### src/rtl/lsu_pkg.sv
// Shared types and constants for the load/store memory master.
package lsu_pkg;

  localparam int unsigned WORD_W = 32;
  localparam int unsigned LANES  = WORD_W / 8;

  // Access size encoding as carried on req_size.
  typedef enum logic [1:0] {
    SZ_BYTE = 2'b00,
    SZ_HALF = 2'b01,
    SZ_WORD = 2'b10,
    SZ_ILL  = 2'b11
  } size_e;

  // Controller states.
  typedef enum logic [1:0] {
    ST_IDLE   = 2'b00,
    ST_ACCESS = 2'b01,
    ST_WRITE  = 2'b10,
    ST_RESP   = 2'b11
  } state_e;

  // Byte-lane masks for a lane-0 aligned access of each size.
  localparam logic [LANES-1:0] LANE_MASK_BYTE = 4'b0001;
  localparam logic [LANES-1:0] LANE_MASK_HALF = 4'b0011;
  localparam logic [LANES-1:0] LANE_MASK_WORD = 4'b1111;

  // Lanes touched by an access of the given size at the given byte offset.
  function automatic logic [LANES-1:0] lane_mask(input size_e size, input logic [1:0] offset);
    logic [LANES-1:0] base;
    case (size)
      SZ_BYTE: base = LANE_MASK_BYTE;
      SZ_HALF: base = LANE_MASK_HALF;
      SZ_WORD: base = LANE_MASK_WORD;
      default: base = '0;
    endcase
    return base << offset;
  endfunction

  // Expand a per-lane mask into a per-bit mask.
  function automatic logic [WORD_W-1:0] expand_mask(input logic [LANES-1:0] lanes);
    logic [WORD_W-1:0] bits;
    bits = '0;
    for (int i = 0; i < int'(LANES); i++) begin
      bits[i*8 +: 8] = {8{lanes[i]}};
    end
    return bits;
  endfunction

endpackage

### src/rtl/lsu_mem_master_if.sv
// Core request/response and data-memory port bundle for lsu_mem_master.
interface lsu_mem_master_if;
  import lsu_pkg::*;

  logic              req_valid;
  logic              req_ready;
  logic              req_we;
  logic [1:0]        req_size;
  logic              req_unsigned;
  logic [31:0]       req_addr;
  logic [WORD_W-1:0] req_wdata;

  logic              rsp_valid;
  logic [WORD_W-1:0] rsp_rdata;
  logic              rsp_err;

  logic              mem_we;
  logic [31:0]       mem_addr;
  logic [WORD_W-1:0] mem_wdata;
  logic [WORD_W-1:0] mem_rdata;

  // The LSU: memory master, request target.
  modport master (
    input  req_valid, req_we, req_size, req_unsigned, req_addr, req_wdata, mem_rdata,
    output req_ready, rsp_valid, rsp_rdata, rsp_err, mem_we, mem_addr, mem_wdata
  );

  // The surrounding core and memory.
  modport slave (
    output req_valid, req_we, req_size, req_unsigned, req_addr, req_wdata, mem_rdata,
    input  req_ready, rsp_valid, rsp_rdata, rsp_err, mem_we, mem_addr, mem_wdata
  );

endinterface

### src/rtl/lsu_lane_align.sv
// Byte-lane steering: load extraction/extension and sub-word store merge.
module lsu_lane_align
  import lsu_pkg::*;
(
  input  size_e             size,
  input  logic              is_unsigned,
  input  logic [1:0]        offset,
  input  logic [WORD_W-1:0] old_word,
  input  logic [WORD_W-1:0] store_data,
  output logic [WORD_W-1:0] load_data_c,
  output logic [WORD_W-1:0] merge_data_c
);

  logic [4:0]        shamt;
  logic [WORD_W-1:0] shifted;
  logic [WORD_W-1:0] inserted;
  logic [WORD_W-1:0] bit_mask;

  assign shamt = {offset, 3'b000};

  // Move the addressed lane down to bit 0 and extend it.
  always_comb begin
    shifted     = old_word >> shamt;
    load_data_c = old_word;
    case (size)
      SZ_BYTE: load_data_c = is_unsigned ? {24'h0, shifted[7:0]}
                                         : {{24{shifted[7]}}, shifted[7:0]};
      SZ_HALF: load_data_c = is_unsigned ? {16'h0, shifted[15:0]}
                                         : {{16{shifted[15]}}, shifted[15:0]};
      default: load_data_c = old_word;
    endcase
  end

  // Replace only the target lanes of the old word with the store data.
  always_comb begin
    bit_mask     = expand_mask(lane_mask(size, offset));
    inserted     = store_data << shamt;
    merge_data_c = (old_word & ~bit_mask) | (inserted & bit_mask);
  end

endmodule

### src/rtl/lsu_mem_master.sv
// Load/store initiator for a word-addressed data memory.
// Byte/half/word requests; sub-word stores are read-modify-write.
// Build option LSU_MISALIGN_TRAP_EN: when defined, misaligned half/word
// requests are errors; otherwise their low address bits are forced aligned.
module lsu_mem_master
  import lsu_pkg::*;
#(
  parameter int unsigned MEM_WORDS = 64,
  parameter int unsigned DATA_W    = 32
) (
  input logic              clk,
  input logic              rst,
  lsu_mem_master_if.master bus
);

  localparam logic [1:0] S_IDLE   = 2'(ST_IDLE);
  localparam logic [1:0] S_ACCESS = 2'(ST_ACCESS);
  localparam logic [1:0] S_WRITE  = 2'(ST_WRITE);
  localparam logic [1:0] S_RESP   = 2'(ST_RESP);

  logic [1:0]        state_q, state_d;
  logic              ready_q, ready_d;
  logic              rsp_valid_q, rsp_valid_d;
  logic [DATA_W-1:0] rsp_rdata_q, rsp_rdata_d;
  logic              rsp_err_q, rsp_err_d;
  logic              mem_we_q, mem_we_d;
  logic [31:0]       mem_addr_q, mem_addr_d;
  logic [DATA_W-1:0] mem_wdata_q, mem_wdata_d;

  logic              we_q, we_d;
  size_e             size_q, size_d;
  logic              uns_q, uns_d;
  logic [1:0]        off_q, off_d;
  logic [DATA_W-1:0] wdata_q, wdata_d;

  size_e             req_size_c;
  logic [31:0]       req_addr_c;
  logic              req_err_c;
  logic [DATA_W-1:0] load_data_c;
  logic [DATA_W-1:0] merge_data_c;

  // Classify the incoming request and normalise its address.
  always_comb begin
    req_size_c = size_e'(bus.req_size);
    req_addr_c = bus.req_addr;
    req_err_c  = (bus.req_addr[31:2] >= 30'(MEM_WORDS)) || (req_size_c == SZ_ILL);
`ifdef LSU_MISALIGN_TRAP_EN
    if (req_size_c == SZ_HALF && bus.req_addr[0]) req_err_c = 1'b1;
    if (req_size_c == SZ_WORD && bus.req_addr[1:0] != 2'b00) req_err_c = 1'b1;
`else
    if (req_size_c == SZ_HALF) req_addr_c[0] = 1'b0;
    if (req_size_c == SZ_WORD) req_addr_c[1:0] = 2'b00;
`endif
  end

  lsu_lane_align u_lane_align (
    .size         (size_q),
    .is_unsigned  (uns_q),
    .offset       (off_q),
    .old_word     (bus.mem_rdata),
    .store_data   (wdata_q),
    .load_data_c  (load_data_c),
    .merge_data_c (merge_data_c)
  );

  // Next state and next values of all registered outputs.
  always_comb begin
    state_d     = state_q;
    ready_d     = 1'b0;
    rsp_valid_d = 1'b0;
    rsp_rdata_d = '0;
    rsp_err_d   = 1'b0;
    mem_we_d    = 1'b0;
    mem_addr_d  = '0;
    mem_wdata_d = '0;
    we_d        = we_q;
    size_d      = size_q;
    uns_d       = uns_q;
    off_d       = off_q;
    wdata_d     = wdata_q;

    case (state_q)
      S_IDLE: begin
        ready_d = 1'b1;
        if (bus.req_valid && ready_q) begin
          ready_d = 1'b0;
          we_d    = bus.req_we;
          size_d  = req_size_c;
          uns_d   = bus.req_unsigned;
          off_d   = req_addr_c[1:0];
          wdata_d = bus.req_wdata;
          if (req_err_c) begin
            state_d     = S_RESP;
            rsp_valid_d = 1'b1;
            rsp_err_d   = 1'b1;
          end else begin
            state_d    = S_ACCESS;
            mem_addr_d = {req_addr_c[31:2], 2'b00};
            if (bus.req_we && req_size_c == SZ_WORD) begin
              mem_we_d    = 1'b1;
              mem_wdata_d = bus.req_wdata;
            end
          end
        end
      end
      S_ACCESS: begin
        if (!we_q) begin
          state_d     = S_RESP;
          rsp_valid_d = 1'b1;
          rsp_rdata_d = load_data_c;
        end else if (size_q == SZ_WORD) begin
          state_d     = S_RESP;
          rsp_valid_d = 1'b1;
        end else begin
          state_d     = S_WRITE;
          mem_addr_d  = mem_addr_q;
          mem_we_d    = 1'b1;
          mem_wdata_d = merge_data_c;
        end
      end
      S_WRITE: begin
        state_d     = S_RESP;
        rsp_valid_d = 1'b1;
      end
      S_RESP: begin
        state_d = S_IDLE;
        ready_d = 1'b1;
      end
      default: begin
        state_d = S_IDLE;
        ready_d = 1'b1;
      end
    endcase
  end

  // State, output and request registers.
  always_ff @(posedge clk) begin
    if (rst) begin
      state_q     <= S_IDLE;
      ready_q     <= 1'b1;
      rsp_valid_q <= 1'b0;
      rsp_rdata_q <= '0;
      rsp_err_q   <= 1'b0;
      mem_we_q    <= 1'b0;
      mem_addr_q  <= '0;
      mem_wdata_q <= '0;
      we_q        <= 1'b0;
      size_q      <= SZ_BYTE;
      uns_q       <= 1'b0;
      off_q       <= 2'b00;
      wdata_q     <= '0;
    end else begin
      state_q     <= state_d;
      ready_q     <= ready_d;
      rsp_valid_q <= rsp_valid_d;
      rsp_rdata_q <= rsp_rdata_d;
      rsp_err_q   <= rsp_err_d;
      mem_we_q    <= mem_we_d;
      mem_addr_q  <= mem_addr_d;
      mem_wdata_q <= mem_wdata_d;
      we_q        <= we_d;
      size_q      <= size_d;
      uns_q       <= uns_d;
      off_q       <= off_d;
      wdata_q     <= wdata_d;
    end
  end

  assign bus.req_ready = ready_q;
  assign bus.rsp_valid = rsp_valid_q;
  assign bus.rsp_rdata = rsp_rdata_q;
  assign bus.rsp_err   = rsp_err_q;
  // Write enable is suppressed while rst is high so an abandoned RMW never lands.
  assign bus.mem_we    = mem_we_q & ~rst;
  assign bus.mem_addr  = mem_addr_q;
  assign bus.mem_wdata = mem_wdata_q;

endmodule

### src/flat_wrapper.sv
// flat-port wrapper written by rule: the top's interface ports become plain ports
module lsu_mem_master_flat import lsu_pkg::*;
#(
  parameter int unsigned MEM_WORDS = 64,
  parameter int unsigned DATA_W    = 32
)
  (clk, rst, bus_req_valid, bus_req_we, bus_req_size, bus_req_unsigned, bus_req_addr, bus_req_wdata, bus_mem_rdata, bus_req_ready, bus_rsp_valid, bus_rsp_rdata, bus_rsp_err, bus_mem_we, bus_mem_addr, bus_mem_wdata);
  lsu_mem_master_if bus_i ();
  input logic clk;
  input logic rst;
  input wire logic [$bits(bus_i.req_valid)-1:0] bus_req_valid;
  input wire logic [$bits(bus_i.req_we)-1:0] bus_req_we;
  input wire logic [$bits(bus_i.req_size)-1:0] bus_req_size;
  input wire logic [$bits(bus_i.req_unsigned)-1:0] bus_req_unsigned;
  input wire logic [$bits(bus_i.req_addr)-1:0] bus_req_addr;
  input wire logic [$bits(bus_i.req_wdata)-1:0] bus_req_wdata;
  input wire logic [$bits(bus_i.mem_rdata)-1:0] bus_mem_rdata;
  output wire logic [$bits(bus_i.req_ready)-1:0] bus_req_ready;
  output wire logic [$bits(bus_i.rsp_valid)-1:0] bus_rsp_valid;
  output wire logic [$bits(bus_i.rsp_rdata)-1:0] bus_rsp_rdata;
  output wire logic [$bits(bus_i.rsp_err)-1:0] bus_rsp_err;
  output wire logic [$bits(bus_i.mem_we)-1:0] bus_mem_we;
  output wire logic [$bits(bus_i.mem_addr)-1:0] bus_mem_addr;
  output wire logic [$bits(bus_i.mem_wdata)-1:0] bus_mem_wdata;
  assign bus_i.req_valid = bus_req_valid;
  assign bus_i.req_we = bus_req_we;
  assign bus_i.req_size = bus_req_size;
  assign bus_i.req_unsigned = bus_req_unsigned;
  assign bus_i.req_addr = bus_req_addr;
  assign bus_i.req_wdata = bus_req_wdata;
  assign bus_i.mem_rdata = bus_mem_rdata;
  assign bus_req_ready = bus_i.req_ready;
  assign bus_rsp_valid = bus_i.rsp_valid;
  assign bus_rsp_rdata = bus_i.rsp_rdata;
  assign bus_rsp_err = bus_i.rsp_err;
  assign bus_mem_we = bus_i.mem_we;
  assign bus_mem_addr = bus_i.mem_addr;
  assign bus_mem_wdata = bus_i.mem_wdata;
  lsu_mem_master #(.MEM_WORDS(MEM_WORDS), .DATA_W(DATA_W)) u_core (.clk(clk), .rst(rst), .bus(bus_i));
endmodule
### config.mk
export PLATFORM = sky130hd
export DESIGN_NAME = lsu_mem_master_flat
export DESIGN_NICKNAME = d
export VERILOG_FILES = /design/src/rtl/lsu_pkg.sv /design/src/rtl/lsu_mem_master_if.sv /design/src/rtl/lsu_lane_align.sv /design/src/rtl/lsu_mem_master.sv /design/src/flat_wrapper.sv
export SDC_FILE = /design/constraint.sdc
export NUM_CORES = 1
export LEC_CHECK = 0
export CAP_MARGIN = 20
export CORE_MARGIN = 2
export CORE_UTILIZATION = 43
export CTS_BUF_LIST = sky130_fd_sc_hd__clkbuf_8
export DETAILED_ROUTE_END_ITERATION = 6
export PLACE_DENSITY = 0.79
export SETUP_SLACK_MARGIN = 0.2
export SYNTH_ARGS = -nofsm -noshare
export SYNTH_HDL_FRONTEND = slang
export SYNTH_HIERARCHICAL = 1
export SYNTH_SLANG_ARGS = --single-unit
### constraint.sdc
create_clock -name clk -period 2.2 [get_ports clk]
set_clock_uncertainty 0.2 [all_clocks]
set_input_delay 0.44 -clock clk [delete_from_list [all_inputs] [get_ports clk]]
set_output_delay 0.44 -clock clk [all_outputs]
set_load 0.005 [all_outputs]
Run 1, M1 wires:
The bar under the picture is 20 um long. Supply wires on this layer in gray.
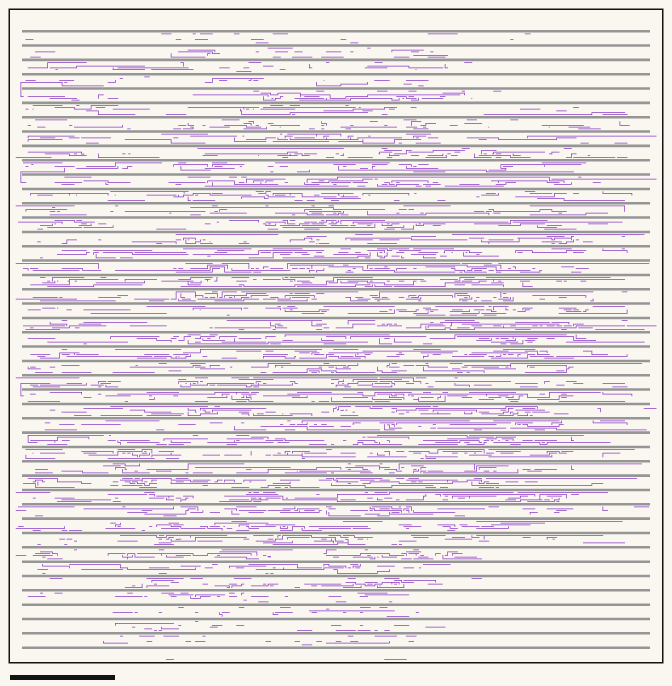
longest straight run = 46.0 um
wire length on this layer = 7970 um
nets with wire on the layer = 865

Run 1, signal wires on met2:
Cells faint in the background.
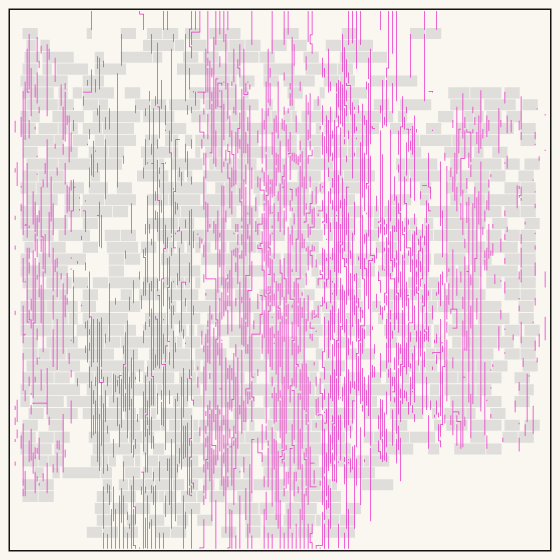
main direction = vertical
wire length on this layer = 8660 um
nets with wire on the layer = 854
share of all routed wire = 46%
longest straight run = 59.8 um
total vias in the final route: 5806
GRT met2 Usage: 39.7%
drt total wl: 19.0 mm

==> run summary, run 1 <==
The synthesis and place-and-route flow finished, so here is a summary.

Clock tree synthesis inserted a total of 17 buffers. The master cell of the clock root buffer is clkbuf_8. For this design the ratio of total power to cell area is 841 nW/um^2. In this run the standard cell core region covers 13900 sq um. The routed metal-1 wire length is 7.97 mm.

The setup TNS came out at 0 ns. STA classifies the critical path startpoint as a flip-flop. The cell taking the most area after synthesis is dfxtp_1. In the power breakdown, the biggest contributor is sequential cells. The clock distribution area overhead in the final layout came out at 4.34%. The starting density of the core came out at 44.2%.

The layout report gives the multi-input gate share of total cell area as 34.5%. The top-level I/O count is 203. The post-synthesis instance total is 665. The floorplan has 43 rows. After synthesis the cells add up to 6160 sq um. The floorplan die height came out at 124 um.

The distinct cell type count of the synthesized netlist is 48. The H-tree level count is 4. The per-cell via count in the routed design is 5.37. The total die size is 15300 sq um. Per the cell usage report, the commonest logic cells after layout are 193 x clkdlybuf4s50_1, 131 x dfxtp_1, 89 x nand2_1.

The required time at the worst-slack endpoint is 2.39 ns. The count of clock tree sinks came out at 138. The first-pass GRT wire length is 28.7 mm.

The share of the cycle needed by the critical path after routing is 92.7%. The count of yosys warnings during synthesis is 6. The number of cells reported by Yosys stat comes to 665. The maximum fanout count along the critical path is 6. The routed wirelength normalized by instance count came out at 17.5 um.

The tightest hold path in the finished design has a slack of 0.256 ns. The total setup buffers inserted after CTS is 9. The total iterations of the first detailed-routing run is 5.

The maximum clock insertion buffer count is 2. The dominant logic cell type in the layout is clkdlybuf4s50_1. The timing report shows that the slowest cell on the worst path is or4b_4.

Of the combinational cells, the family taking the most area is AND-OR/OR-AND gates. Summing the areas of all and, or, nand and nor instances in the mapped netlist gives 18.6% of the synthesized area. The insertion delay to the later sink of the worst-skew pair came out at 0.45 ns.

The pre-CTS worst setup slack came out at -0.187 ns. Derived from the worst setup path, the maximum achievable clock frequency is 0.491 GHz. The count of endpoints failing setup in the final report came out at 0. The number of synthesized register bits is 138. The overall global routing resource usage came out at 24.7%. In this run the maximum-capacitance check reported violations numbering 0. For reference, the most critical setup path is categorized as reg -> reg. The buffer-and-inverter tally for the worst setup path is 3. The worst-case setup margin in the final layout is 0.161 ns.

Entering global routing, the biggest net connects 48 pins. In this run, the clock network consumes 26.9% of the power. The main area contributors are dfxtp_1 45%, a32o_1 6.2%, and2_1 5.8%.

The worst-case vdd ir drop is 0.928 mV. The net switching component of the power is 2.57 mW. The layout overhead on the synthesized area came out at 51.7%. The die width came out at 124 um. The static power due to leakage came out at 3.71 nW.

The prevailing post-synth register cell is dfxtp_1. The mean cell area of the mapped netlist came out at 9.26 sq um. The area used by multi-input combinational logic came out at 3230 sq um.

The final max-slew violation count recorded for this run is 0. The power report shows net switching accounting for 32.7% of the total. Per the detailed placement report, the placed cell area equals 8590 sq um. The clock-pin slew reported for the worst setup and hold paths after clock tree synthesis came out at 0.08 ns. The number of global-route vias before repair is 5482. For this block, the initial DRC count from the detailed router was 446. For this run, the script counts the antenna cells in the layout as 0. The power share of the combinational group is 35.3%. The post-CTS resize count is 39. The combinational power is 2.77 mW. The adder-cell area share of the yosys netlist came out at 1.62%. Ranked by total area, the top cell class in this layout is logic gates.

For reference, compound AND-OR and OR-AND cells occupy 20.7% of the area reported after synthesis. The highest metal layer used by the detailed router is met4. The report lists the cells along the critical path as inv_4 > ha_4 > nor2_2 > or4b_4 > nor3_4 > buf_6 > clkbuf_16 > a32o_1. The tally of filler cells in the layout is 1074. The filler-free cell count of the finished design is 1082. The number of nets in the finished design is 1001. The final estimated routing congestion in global placement came out at 0.901.

The share of total power in sequential cells is 37.8%. The met2 wire length came out at 8.66 mm. For reference, the top cells by count after synthesis are 138 x dfxtp_1, 89 x nand2_1, 67 x a21oi_1. The total overflow left after global routing is 0. The final cell utilization of the core came out at 67.1%. Hold-check failures listed in the final report amount to 0. Per the detail_route log, met3 wirelength is 1.95 mm. The async set or reset register ratio after synthesis is 0%.

After layout, the design draws a total of 7.86 mW. The number of enable flip-flop cells came out at 0. The worst path arrival time came out at 2.23 ns. The internal power of the cells is 5.28 mW. The synthesis area per yosys came out at 6160 sq um. The run finished with clean final reports. The worst setup path is captured at a flip-flop. The sequential cell count came out at 138. Among cell families on the critical path, the largest total delay comes from simple AND/OR/NAND/NOR gates.

The clock-net power is 2.12 mW. Setup repair after global routing could not meet its margin everywhere. TritonCTS built the clock tree. The area of all sequential standard cells came out at 2780 sq um. The relative area of non-clock buffer cells in the final design is 28.4%. Port buffering added 200 buffers.

The initial antenna violation count is 0. The total half-perimeter wirelength after legalization and detailed placement is 13.7 mm. The portion of synthesized cell area occupied by the leading cell type is 44.8%. After layout, the buffer instance count without clock buffers stands at 257.

Across the whole layout, storage elements make up 29.8% of the cell area. The number of non-clock inverters in the layout came out at 12. The count of multi-input gates came out at 464. The multiplexer fraction of the synthesized cell area came out at 8.75%.

In the routed design, unresolved DRC markers number 0. In this design, the stage delay of the slowest critical-path cell is 0.48 ns. The total non-filler cell area in the finished layout came out at 9350 sq um. The detailed placer reported the number of placed instances as 1037.

The post-cts hold-fix buffer tally came out at 0. The antenna violation net count after detailed routing came out at 0. The count of clock buffers in the final design came out at 17. The tap cell count came out at 180. The sequential power is 2.97 mW. The number of warnings in the stage logs came out at 35. Cells with a size suffix above 1 make up 16.6% of the layout. The path class of the lowest-slack min-delay path is reg -> reg. The XOR/XNOR share of the synthesized area is 0%. The register area share after synthesis is 44.8%.

The time the final worst path needs with I/O delays and setup came out at 2.04 ns. Sorting the synthesis cell report by count puts at the top dfxtp_1.
Run 1, signal wires on met3:
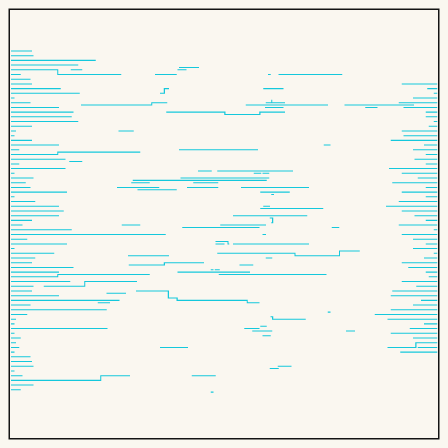
longest straight run = 44.4 um
wire length on this layer = 1950 um
nets with wire on the layer = 175
share of all routed wire = 10%

## run 1: per-layer routing
metal  global-route usage, %  up-vias
met4                    7.39        0
met2                    39.7      256
met5                       0        -
li1                        -     2788
met1                    31.0     2735
met3                    8.97       27
## run 1: worst paths after layout
path	endpoint	from	slack, ns	depth (start not counted)
max	u_core/bus.mem_wdata[18]	u_core/state_q[1]	0.16	8
min	u_core/wdata_q[30]	u_core/wdata_q[30]	0.26	2
max reg2reg	u_core/bus.mem_wdata[18]	u_core/state_q[1]	0.16	8
min reg2reg	u_core/wdata_q[30]	u_core/wdata_q[30]	0.26	2
--- run 2 (diff from run 1) ---
--- a/config.mk
+++ b/config.mk
@@ -9,7 +9,9 @@
 export CORE_MARGIN = 2
 export CORE_UTILIZATION = 43
 export CTS_BUF_LIST = sky130_fd_sc_hd__clkbuf_8
+export CTS_CLUSTER_DIAMETER = 200
 export DETAILED_ROUTE_END_ITERATION = 6
+export HOLD_SLACK_MARGIN = 0.02
 export PLACE_DENSITY = 0.79
 export SETUP_SLACK_MARGIN = 0.2
 export SYNTH_ARGS = -nofsm -noshare
==> run 2 against run 1 <==
  * Worst setup slack stayed put
  * Sequential share of layout area stayed put
  * Critical path type unchanged
  * Sequential power hardly changed
  * Wire length stayed put
  * Highest routed layer unchanged
==> run summary, run 2 <==
The synthesis and place-and-route flow finished, so here is a summary.

The required time at the worst-slack endpoint came out at 2.39 ns (about the same). The mean cell area of the mapped netlist came out at 9.26 sq um (unchanged). The count of clock buffers in the final design was 17 (unchanged). The total CTS buffers came to 17 (unchanged). The number of design-rule violations left by the first detailed-router iteration came to 446 (unchanged). The insertion delay to the later sink of the worst-skew pair was 0.45 ns (about the same).

The worst reg-to-reg path cell count is 8 (unchanged). The clock-net power is 2.12 mW (about the same). The worst setup path is launched from a flip-flop. The total non-filler cell area in the finished layout came out at 9350 sq um (unchanged). The share of post-route cells with drive strength above 1 is 16.6% (unchanged). The post-synthesis instance total is 665 (unchanged). The routed metal-1 wire length came to 7.97 mm (unchanged). The highest metal layer carrying signal wires in the routed design is met4. The proportion of cell area occupied by registers is 29.8% (unchanged). The fraction of met2 tracks used by global routing is 39.7% (unchanged). The routed wirelength normalized by instance count is 17.5 um (unchanged). The time the final worst path needs with I/O delays and setup is 2.04 ns (unchanged).

The final cell utilization of the core is 67.1% (unchanged). The worst setup path is of the reg -> reg kind. The maximum clock insertion buffer count is 2 (unchanged). The async set or reset register ratio after synthesis is 0% (unchanged). The number of cells in Yosys stat is 665 (unchanged). The distinct cell type count of the synthesized netlist came out at 48 (unchanged). The count of yosys warnings during synthesis is 6 (unchanged).

The count of clock tree sinks came to 138 (unchanged). The power share of the combinational group was 35.3% (about the same). The post-detailed-route DRC marker count came to 0 (unchanged).

The placed standard-cell area is 8590 sq um (unchanged). The number of global-route vias before repair is 5482 (unchanged). The tightest min-delay check is of the reg -> reg type.

The final estimated routing congestion in global placement came to 0.901 (unchanged). The pre-CTS worst setup slack came out at -0.187 ns (unchanged). The cell depth of the worst min-delay path came out at 2 (unchanged). Sorting the synthesized cells by how often they occur yields 138 x dfxtp_1, 89 x nand2_1, 67 x a21oi_1. The master cell of the clock root buffer is clkbuf_8. The core area is 13900 sq um (unchanged).

The setup TNS came to 0 ns (unchanged). The count of endpoints failing setup in the final report came to 0 (unchanged). The cell group occupying the most layout area is logic gates. OpenSTA lists the critical path endpoint as u_core/bus.mem_wdata[18]. The area used by multi-input combinational logic is 3230 sq um (unchanged).

The tap cell count came out at 180 (unchanged). The initial antenna violation count is 0 (unchanged). The vias after detailed routing is 5806 (unchanged). The number of warnings in the stage logs came out at 35 (unchanged). The worst-case setup margin in the final layout is 0.161 ns (unchanged). The clock-pin slew reported for the worst setup and hold paths after clock tree synthesis is 0.08 ns (about the same). The post-synthesis instance area was 6160 sq um (unchanged). The sequential power is 2.97 mW (about the same). Counting only logic cells after layout, the most numerous master is clkdlybuf4s50_1. The met3 wirelength from detailed routing is 1.95 mm (unchanged). The cell row count is 43 (unchanged). The CTS tree is done. The net switching component of the power is 2.57 mW (unchanged).

The slack of the worst reg-to-reg path is 0.16 ns (about the same). The post-detailed-routing wire length came out at 19.0 mm (unchanged). The area of all sequential standard cells came out at 2780 sq um (unchanged). The synthesis area per yosys came to 6160 sq um (unchanged). The count of final hold-check violations came out at 0 (unchanged).

The H-tree level count came to 4 (unchanged). The clock distribution area overhead in the final layout came to 4.34% (unchanged). The per-cell via count in the routed design came out at 5.37 (unchanged). The antenna violation net count after detailed routing came out at 0 (unchanged).

The register area share after synthesis came out at 44.8% (unchanged). The number of nets in the finished design is 1001 (unchanged). The most used routing layer in global routing is met2. The number of max-slew violations in the final report is 0 (unchanged).

The starting density of the core came to 44.2% (unchanged). The highest clock rate came to 0.491 GHz (unchanged). The combinational share of cell area is 34.5% (unchanged). The number of enable flip-flop cells came out at 0 (unchanged). The relative area of non-clock buffer cells in the final design is 28.4% (unchanged). The worst path arrival time came out at 2.23 ns (about the same). The worst-case vdd ir drop came out at 0.928 mV (unchanged). The sequential cell count came to 138 (unchanged). The startpoint of the worst hold path is u_core/wdata_q[30]. The met3 track utilization from global routing is 8.97% (unchanged). The share of the cycle needed by the critical path after routing is 92.7% (unchanged). The worst hold path terminates at u_core/wdata_q[30].

Per the timing report, the most critical flop-to-flop path originates at u_core/state_q[1]. The first-pass GRT wire length is 28.7 mm (unchanged). The power density relative to cell area is 841 nW/um^2 (unchanged). The die width came to 124 um (unchanged). The share of total power in sequential cells is 37.8% (about the same).

The total die size was 15300 sq um (unchanged). The worst hold slack came out at 0.256 ns (unchanged). The number of non-clock inverters in the layout was 12 (unchanged).

The most common logic cells in the final layout are 193 x clkdlybuf4s50_1, 131 x dfxtp_1, 89 x nand2_1. The number of cells after detailed placement is 1037 (unchanged). The top-level I/O count is 203 (unchanged).

The capture point of the worst reg-to-reg path is u_core/bus.mem_wdata[18]. The largest net degree at the start of global routing came to 48 (unchanged). The count of multi-input gates is 464 (unchanged). Ranked by total cell area, the synthesized netlist is headed by dfxtp_1 45%, a32o_1 6.2%, and2_1 5.8%. The number of synthesized register bits is 138 (unchanged).

The run finished with clean final reports. The clock group share of total power was 26.9% (about the same). The total of plain and repair buffers excluding clock buffers came out at 257 (unchanged). The static power due to leakage is 3.71 nW (unchanged). The combinational power came to 2.77 mW (about the same). The number of antenna repair diodes is 0 (unchanged). The portion of synthesized cell area occupied by the leading cell type came to 44.8% (unchanged). The most common cell in the netlist is dfxtp_1. The biggest power consumer among the groups is sequential cells.

The met1 capacity usage during global routing came out at 31.0% (unchanged). The overall global routing resource usage is 24.7% (unchanged). The startpoint of the most critical setup path is u_core/state_q[1]. The layout overhead on the synthesized area is 51.7% (unchanged). The total half-perimeter wirelength after legalization and detailed placement came out at 13.7 mm (unchanged). The tally of filler cells in the layout is 1074 (unchanged). The maximum fanout count along the critical path is 6 (unchanged).

The met2 wire length came to 8.66 mm (unchanged). The prevailing post-synth register cell is dfxtp_1. The switching share of power is 32.7% (unchanged). The floorplan die height came to 124 um (unchanged). The filler-free cell count of the finished design came to 1082 (unchanged). The cell taking the most area after synthesis is dfxtp_1.

The total iterations of the first detailed-routing run was 5 (unchanged). The count of input and output buffers is 200 (unchanged). The residual overflow from global routing was 0 (unchanged).

The worst setup path is captured at a flip-flop. The sum of internal, switching and leakage power is 7.86 mW (unchanged). The internal power of the cells is 5.28 mW (unchanged). The count of max-cap constraint violations came to 0 (unchanged).

Setup repair after global routing could not meet its margin everywhere.
run 2: cell counts after synthesis:
Identical to the previous run, type by type.
run 2: repair_timing:
item	in CTS	in global routing
endpoints found under the setup margin	64	55
gates cloned	1	3
buffers inserted	9	1
pin swaps	9	17
hold buffers	0	0
resized	39	17
run 2: worst max-delay path: stages, from the launching register on:
cell and delay, ns:
dfxtp_4 0.36, inv_4 0.07, ha_4 0.15, nor2_2 0.04
or4b_4 0.48, nor3_4 0.20, buf_6 0.17, clkbuf_16 0.15
a32o_1 0.17
run 2: logic make-up after synthesis:
kind of cell	Yosys count	share of synthesized area (%)
DFF	138	44.8
and+or+nand+nor	230	18.6
AOI/OAI and AO/OA	174	20.7
buffers and inverters	64	5.38
other	1	0.0609
adders and majority gates	8	1.62
muxes	50	8.75
Run 2, M1 wires:
The bar under the picture is 20 um long. Supply wires on this layer in gray.
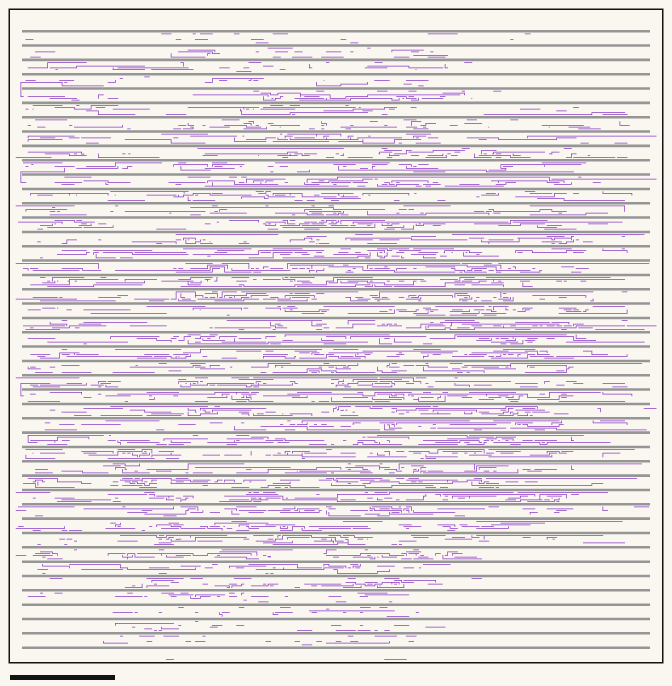
longest straight run = 46.0 um
main direction = horizontal

Run 2, signal wires on met2:
Cells faint in the background.
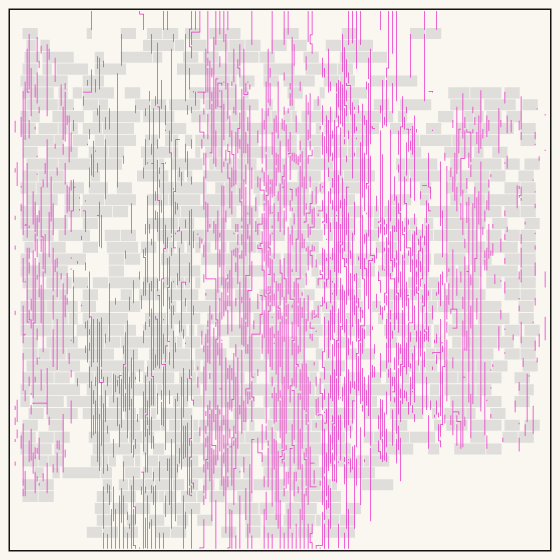
nets with wire on the layer = 854
main direction = vertical
wire length on this layer = 8660 um

--- run 3 (diff from run 2) ---
--- a/config.mk
+++ b/config.mk
@@ -5,6 +5,7 @@
 export SDC_FILE = /design/constraint.sdc
 export NUM_CORES = 1
 export LEC_CHECK = 0
+export ABC_CLOCK_PERIOD_IN_PS = 2200
 export CAP_MARGIN = 20
 export CORE_MARGIN = 2
 export CORE_UTILIZATION = 43
==> run 3 against run 2 <==
  * Critical path depth unchanged
  * Count of clock-buffer cells in the layout unchanged
  * Global-route usage unchanged
  * Clock power is essentially flat
  * Sequential power barely moved
  * Die area is the same
  * Worst hold slack stayed put
  * Synthesized cell count did not move
  * Largest cell class unchanged
  * Utilization is the same
  * Highest routed layer unchanged
==> run summary, run 3 <==
The synthesis and place-and-route flow finished, so here is a summary.

The flow ran to the end, and the final reports show no timing, DRC or antenna violations. The buffer-and-inverter tally for the worst setup path was 3 (unchanged). The adder-cell area share of the yosys netlist came to 1.62% (unchanged). The internal power of the cells came to 5.28 mW (unchanged). The total half-perimeter wirelength after legalization and detailed placement was 13.7 mm (unchanged). The number of design-rule violations left by the first detailed-router iteration is 446 (unchanged). The required time at the worst-slack endpoint came out at 2.39 ns (about the same).

The die width came to 124 um (unchanged). The number of max-slew violations in the final report came out at 0 (unchanged). The post-CTS resize count was 39 (unchanged). The routed metal-1 wire length is 7.97 mm (unchanged). The clock distribution area overhead in the final layout came out at 4.34% (unchanged). The tap cell count is 180 (unchanged). The master cell of the clock root buffer is clkbuf_8. Post-synth the commonest register cell is dfxtp_1. Per the area breakdown, the dominant cell category is logic gates. The largest net degree at the start of global routing is 48 (unchanged).

The mean cell area of the mapped netlist is 9.26 sq um (unchanged). The number of non-clock inverters in the layout came out at 12 (unchanged). The count of clock buffers in the final design came to 17 (unchanged). The net switching component of the power came to 2.57 mW (unchanged).

The share of the cycle needed by the critical path after routing is 92.7% (unchanged). The post-detailed-routing wire length came to 19.0 mm (unchanged). The XOR/XNOR share of the synthesized area came out at 0% (unchanged). The met3 wirelength from detailed routing came out at 1.95 mm (unchanged). The maximum fanout count along the critical path came out at 6 (unchanged). The cell row count is 43 (unchanged). Looking at the setup timing report, the critical path kind is reg -> reg. The initial antenna violation count came to 0 (unchanged).

The clock-pin slew reported for the worst setup and hold paths after clock tree synthesis came out at 0.08 ns (about the same). The maximum cell stage delay along the critical path was 0.48 ns (about the same). The worst-case setup margin in the final layout is 0.161 ns (unchanged). The worst reg-to-reg path cell count came out at 8 (unchanged).

The slack of the worst reg-to-reg path is 0.16 ns (about the same). The power density relative to cell area is 841 nW/um^2 (unchanged). The total of plain and repair buffers excluding clock buffers was 257 (unchanged). The sequential cell count was 138 (unchanged).

Looking at area per cell type in the netlist, the leader is dfxtp_1. The clock group share of total power is 26.9% (about the same). STA reports the tightest min-delay check as being of type reg -> reg. The relative area of non-clock buffer cells in the final design came to 28.4% (unchanged). The setup TNS is 0 ns (unchanged). In the synthesized netlist, the dominant kind of combinational cell is AND-OR/OR-AND gates. TritonCTS built the clock tree. STA lists the startpoint of the worst register-to-register path as u_core/state_q[1]. The count of cell instances traversed by the critical path is 8 (unchanged). The area fraction in and, or, nand and nor cells after synthesis is 18.6% (unchanged).

The worst path arrival time is 2.23 ns (about the same). The async set or reset register ratio after synthesis came to 0% (unchanged). The antenna violation net count after detailed routing came out at 0 (unchanged).

The distinct cell type count of the synthesized netlist came out at 48 (unchanged). The startpoint of the worst hold path is u_core/wdata_q[30]. The final estimated routing congestion in global placement came out at 0.901 (unchanged). The post-cts hold-fix buffer tally is 0 (unchanged).

The fraction of met2 tracks used by global routing is 39.7% (unchanged). Per the timing report, the most critical flop-to-flop path finishes at u_core/bus.mem_wdata[18]. The area used by multi-input combinational logic is 3230 sq um (unchanged).

The cell depth of the worst min-delay path came out at 2 (unchanged). The placed standard-cell area came out at 8590 sq um (unchanged). The synthesis area per yosys is 6160 sq um (unchanged). The post-synthesis instance total came to 665 (unchanged). The starting density of the core is 44.2% (unchanged). Sorting the synthesized cells by area gives the leading types as dfxtp_1 45%, a32o_1 6.2%, and2_1 5.8%. The capturing element type of the critical path is a flip-flop. The proportion of cell area occupied by registers is 29.8% (unchanged). The met2 wire length is 8.66 mm (unchanged).

The highest clock rate is 0.491 GHz (unchanged). Looking at the hold checks, the worst path lands on u_core/wdata_q[30]. The tally of filler cells in the layout is 1074 (unchanged).

The highest metal layer used by the detailed router is met4. The power share of the combinational group is 35.3% (about the same). The portion of synthesized cell area occupied by the leading cell type came out at 44.8% (unchanged). The count of input and output buffers is 200 (unchanged). The timing report shows that the slowest cell on the worst path is or4b_4.

The most common cell in the synthesized netlist is dfxtp_1. The count of clock tree sinks came out at 138 (unchanged). The total iterations of the first detailed-routing run came out at 5 (unchanged). The count of multi-input gates came out at 464 (unchanged). The sort of element at the start of the critical path is a flip-flop. The number of global-route vias before repair is 5482 (unchanged).

The post-synthesis instance area came out at 6160 sq um (unchanged). The post-detailed-route DRC marker count came to 0 (unchanged). The count of max-cap constraint violations came out at 0 (unchanged).

The time the final worst path needs with I/O delays and setup came to 2.04 ns (unchanged). The register area share after synthesis is 44.8% (unchanged). The vias after detailed routing came to 5806 (unchanged). The fraction of the mapped netlist area in compound gates is 20.7% (unchanged). The multiplexer fraction of the synthesized cell area is 8.75% (unchanged). The number of enable flip-flop cells is 0 (unchanged). Sorting the synthesized cells by how often they occur yields 138 x dfxtp_1, 89 x nand2_1, 67 x a21oi_1. By instance count after routing, the leading logic cell types are 193 x clkdlybuf4s50_1, 131 x dfxtp_1, 89 x nand2_1. The count of endpoints failing setup in the final report is 0 (unchanged). The total setup buffers inserted after CTS came to 9 (unchanged). The insertion delay to the later sink of the worst-skew pair was 0.45 ns (about the same).

The capture point of the critical path was reported as u_core/bus.mem_wdata[18]. The total die size was 15300 sq um (unchanged). The first-pass GRT wire length is 28.7 mm (unchanged).

The residual overflow from global routing is 0 (unchanged). Per STA, the startpoint of the critical path is u_core/state_q[1]. The number of cells in Yosys stat came out at 665 (unchanged). The report lists the cells along the critical path as inv_4 > ha_4 > nor2_2 > or4b_4 > nor3_4 > buf_6 > clkbuf_16 > a32o_1.

The floorplan die height came to 124 um (unchanged). The area of all sequential standard cells is 2780 sq um (unchanged). The total non-filler cell area in the finished layout came out at 9350 sq um (unchanged). The share of total power in sequential cells came out at 37.8% (about the same). The H-tree level count came out at 4 (unchanged). The count of final hold-check violations was 0 (unchanged). The maximum clock insertion buffer count came out at 2 (unchanged). The total CTS buffers came to 17 (unchanged).

Per the cell usage report, the commonest logic cell in the layout is clkdlybuf4s50_1. The combinational share of cell area is 34.5% (unchanged). The top-level I/O count came out at 203 (unchanged).
-- run 3: cell counts after synthesis --
No cell type changed its count.
-- run 3: power groups by stage --
stage / clock, mW / combinational (mW) / sequential, mW
final: 2.12 / 2.77 / 2.97
after global routing: 2.27 / 3.02 / 2.99
after CTS: 2.15 / 2.69 / 2.95
after detailed placement: 0 / 2.53 / 2.99
after global placement: 0 / 2.51 / 2.98
after floorplan: 0 / 1.58 / 2.93
-- run 3: stage by stage --
stage / hold slack [ns] / total power, mW / cells / utilization [%]
after floorplan: 0.232 / 4.51 / 666 / -
after global placement: 0.240 / 5.50 / 1037 / 61.6
after detailed placement: 0.244 / 5.52 / 1037 / 61.6
after CTS: 0.258 / 7.79 / 1078 / 66.2
after global routing: 0.282 / 8.28 / 1082 / 67.1
final: 0.256 / 7.86 / 1082 / 67.1
Run 3, routing congestion map:
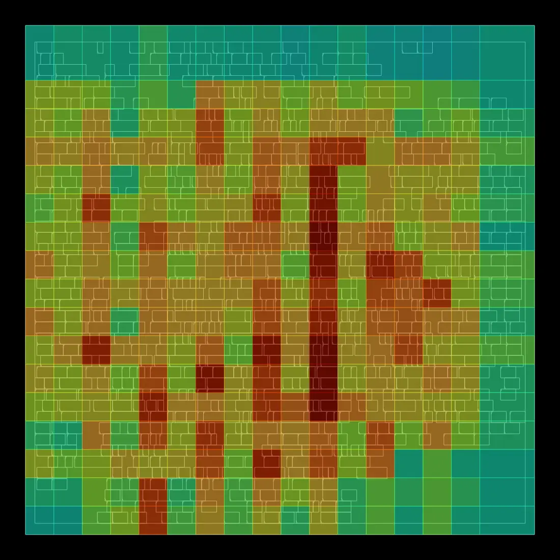
met1 Usage GRT: 31.0%
final core occ: 67.1%
Overall Global Routing Usage: 24.7%
Most Crowded Layer GR: met2

Run 3, signal wires on met3:
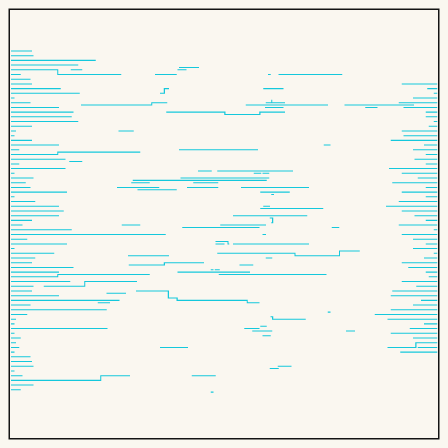
longest straight run = 44.4 um
main direction = horizontal
wire length on this layer = 1950 um
global routing usage on met3: 8.97%

Power and IR drop assume default switching activity.
